Figure 1. The metal 1 layer.
Supply wires on this layer in gray. Cells faint in the background.
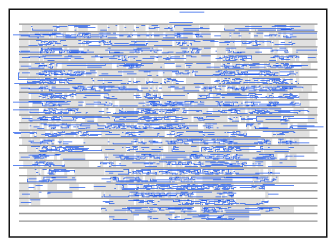
Figure 2. Clock wires, drivers and flops.
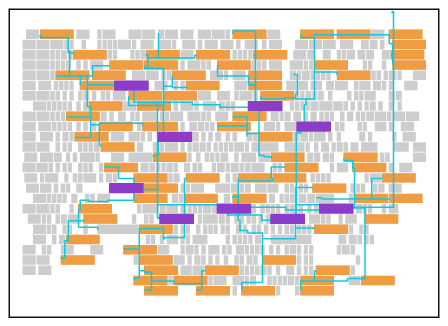
Figure 3. Placement by cell class.
The bar under the picture is 20 um long.
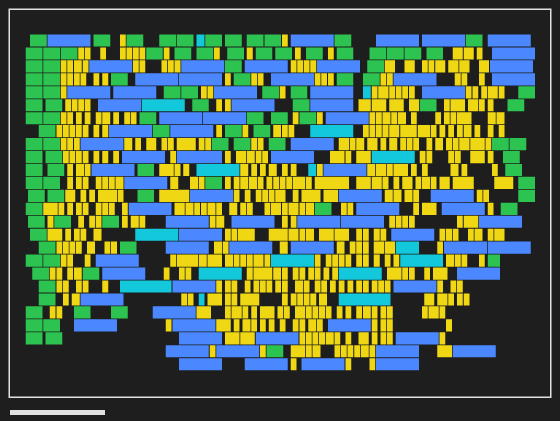
Figure 4. Cell sizes after repair.
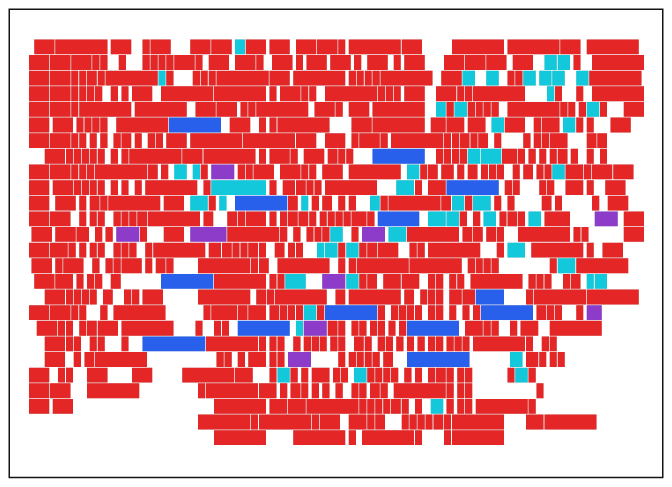
==> config.mk <==
export PLATFORM = sky130hd
export DESIGN_NAME = cpu_exec_ctrl
export DESIGN_NICKNAME = d
export VERILOG_FILES = /design/src/rtl/cpu_ctrl_pkg.sv /design/src/rtl/cpu_exec_ctrl_tick_gen.sv /design/src/rtl/cpu_exec_ctrl.sv
export SDC_FILE = /design/constraint.sdc
export NUM_CORES = 1
export LEC_CHECK = 0
export ABC_AREA = 1
export CAP_MARGIN = 5
export CORE_ASPECT_RATIO = 0.7
export CORE_MARGIN = 3
export CORE_UTILIZATION = 54
export CTS_CLUSTER_SIZE = 25
export DETAILED_ROUTE_END_ITERATION = 10
export PLACE_DENSITY = 0.91
export SLEW_MARGIN = 10
export SYNTH_ARGS = -nofsm -noshare
export SYNTH_HDL_FRONTEND = slang
export SYNTH_HIERARCHICAL = 1
export SYNTH_SLANG_ARGS = --single-unit
export TNS_END_PERCENT = 20
==> constraint.sdc <==
create_clock -name clk -period 5.1 [get_ports clk]
set_input_delay 1.02 -clock clk [delete_from_list [all_inputs] [get_ports clk]]
set_output_delay 1.02 -clock clk [all_outputs]
set_load 0.02 [all_outputs]
==> metrics.yaml <==
status: "completed"
via_per_inst: 5.38
lay_top_cells: "nand2_1 (218), clkdlybuf4s50_1 (104), nor2_1 (96), dfrtp_1 (75), inv_1 (58)"
cpMaxStageDelayCell: "clkdlybuf4s50_1"
chip_area_um2: 9210
worstSetupStartpointType: "input pin"
async_reset_ff_frac: 1.00
critPathKind: "input pin to flop"
io_pins: 105
crit_chain: "clkdlybuf4s50_1 -> xnor2_1 -> nand2_1 -> nor2_1 -> nand3_4 -> nand2_8 -> inv_2 -> nand2_1 -> nand2_2"
whs_path_depth: 1
r2r_cells: 15
clkSlewWorstSetupHoldPaths_ns: 0.06
nets: 767
ctsResizeCount: 0
yosys-top-cells-area: "dfrtp_1 (43%), nand2_1 (19%), nor2_1 (8.3%)"
yosys_warnings: 6
ys_cells: 603
max_cap_viol_count: 0
wl_met2_um: 5570
cp_data_arrival_time_ns: 2.72
drtPass1Iterations: 5
post_cts.repair.setup_buffers: 0
synth_flops: 76
worst_pin_slew_ns: 0.926
ir_drop_v: 0.000287
synth_seq_share: 0.436
fp_util: 0.576
cts_sinks: 76
powerDensity_nw_per_um2: 421
clk_path_buf_depth: 2
port_buffers: 104
cts-buffers-inserted: 9
grt_pass1_vias: 4112
grt_first_pass_wirelength_um: 18900
antenna_found_initial: 0
crit_top_cell: "nand2_1"
critPathCaptureType: "flop"
h-tree-depth: 3
placed_cell_area_um2: 5450
power.leakage_nw: 2.63
finalCriticalPeriod_ns: 2.50
met3_length_um: 998
largest_reg_flops: 24
drive_above_1_share: 0.104
hold_viol_final: 0
hpwl_um: 8460
synth.cell_area_um2: 4360
grt-ovfl-total: 0
path_depth: 9
drt-initial-drc-count: 359
post_drt_wl_per_cell_um: 14.4
synth_area_leader_cell: "dfrtp_1"
cp_top_family: "simple AND/OR/NAND/NOR gates"
critPathMaxFanout: 25
r2r_slack_ns: 2.73
drcViolationCount: 0
gp_congestion: 0.918
wl_met1_um: 4840
hold_path_class: "flop to flop"
grt_max_degree: 53
antenna_cells: 0
cts_tree: "done"
setup_viol: 0
layout_top_cell: "nand2_1"
cp.required_ns: 5.32
yosysUniqueCellTypes: 35
ys.flop_type: "dfrtp_1"
cts-root-buf: "clkbuf_16"
slew_viol_final: 0
synth.top_cell.area_share: 0.430
tns_ns: 0
yosys-stat-area_um2: 4360
ant_nets: 0
slew_headroom: 0.382
edf_count: 0
max_stage_delay_ns: 0.52
chipWidth_um: 113
die_y_um: 81.2
synthCells: 603
fmax_mhz: 400
cts_hold_buf: 0
routed.top_layer: "met4"
finalCritPeriodShare: 0.490
syn_nets: 661
rsz0062_at_grt: "false"
syn_avg_cell_area_um2: 7.24
cp_num_buf_inv: 2
groute.usage.overall: 0.260
log.warning_count: 26
-- Figure 1 (at the start) --
The wires run mostly horizontal. 699 nets have wire on it. The longest straight run is 31.7 um. The layer holds 41% of the routed length. The layer carries 4840 um of wire.
grt met1 use: 0.337
WL final: 11700 um
routed via count: 4368

-- Figure 2 (at the start) --
Purple is clock drivers, count 9. Orange is flip-flops, count 76. Cyan is clock wires, length 957 um.
Position of the flops: widely spread. There are 10 routed clock nets.
Skew-Pair Late Insertion Delay: 0.33 ns
Worst Skew: 0.00679 ns
clk pwr: 0.000679 W
Clk pwr share: 0.280

-- Figure 3 (at the start) --
Blue is sequential cells, cells 76, share of their area 34%. Green is remaining buffers and delay cells, cells 105, share of their area 19%. Yellow is combinational and other logic, cells 517, share of their area 42%. Cyan is clock drivers and dummy loads, cells 16, share of their area 5.6%.
fin area: 5760 um^2
row count: 26
core region area: 7580 um^2

-- Figure 4 (at the start) --
Purple is _3 and _4 cells, cells 9, most used nor2_4. Red is _0 and _1 cells, cells 640, most used nand2_1. Cyan is _2 cells, cells 52, most used nand2_2. Blue is _6 and larger, cells 13, most used clkbuf_16.
Setup WS post-layout: 2.60 ns
area added between synthesis and finish: 32.1%
non-clock buffer count: 105

-- cell families after synthesis --
logic type	Yosys count	share of synthesized area
and+or+nand+nor	405	0.404
buffers and inverters	76	0.0771
DFF	76	0.436
AOI/OAI and AO/OA	22	0.0327
xor gates and xnor gates	22	0.0442
adders and majority gates	2	0.00573
-- layout make-up --
| class | count | area, um^2 |
|---|---|---|
| multi-input combinational | 451 | 2120 |
| sequential | 76 | 1900 |
| inverter | 66 | 248 |
| clock buffer | 11 | 243 |
| fill | 539 | 1820 |
| clock inverter | 5 | 75.1 |
| tap | 98 | 123 |
| timing repair buffer | 105 | 1050 |
-- layer usage --
metal	track usage	up-vias
met5	0	-
met4	0.0876	0
met3	0.0640	31
met2	0.431	223
met1	0.337	2061
li1	-	2053
-- worst register-to-register path, cell delays in order (launching register included) --
cell and delay [ns]:
dfrtp_1 0.43, ha_1 0.26, nand2_2 0.10, inv_1 0.07
nand2_1 0.05, nor2_1 0.10, nand3_1 0.15, nor2_1 0.30
nand2_1 0.09, nand2_1 0.09, nand2_2 0.07, nor2_4 0.13
nand2_8 0.16, inv_2 0.17, nand2_1 0.09, nand2_2 0.06
-- stage by stage --
step / setup slack (ns) / hold slack (ns) / std cells / power (W) / util
floorplan: 2.82 / 0.408 / 603 / 0.00141 / -
global placement: 2.38 / 0.417 / 796 / 0.00172 / 0.719
detailed placement: 2.26 / 0.422 / 796 / 0.00175 / 0.719
CTS: 2.60 / 0.429 / 812 / 0.00243 / 0.760
global route: 2.50 / 0.456 / 812 / 0.00256 / 0.760
finish: 2.60 / 0.428 / 812 / 0.00243 / 0.760
-- synth_stat cells (all sizes together), types with 2 or more instances --
library cell,instances
nand2,244
nor2,108
dfrtp,75
inv,66
nand3,38
xor2,14
o21ai,13
buf,8
xnor2,8
nor3,7
a21oi,6
nand4,6
clkbuf,2
ha,2
-- power breakdown --
part	total, W	internal [W]	leakage, nW	switching [W]
clock	0.000679	0.000439	0.159	0.000240
sequential	0.000821	0.000734	1.01	0.0000872
combinational	0.000925	0.000360	1.46	0.000565
Power figures rest on the tool's default switching activity, not on a simulated workload.
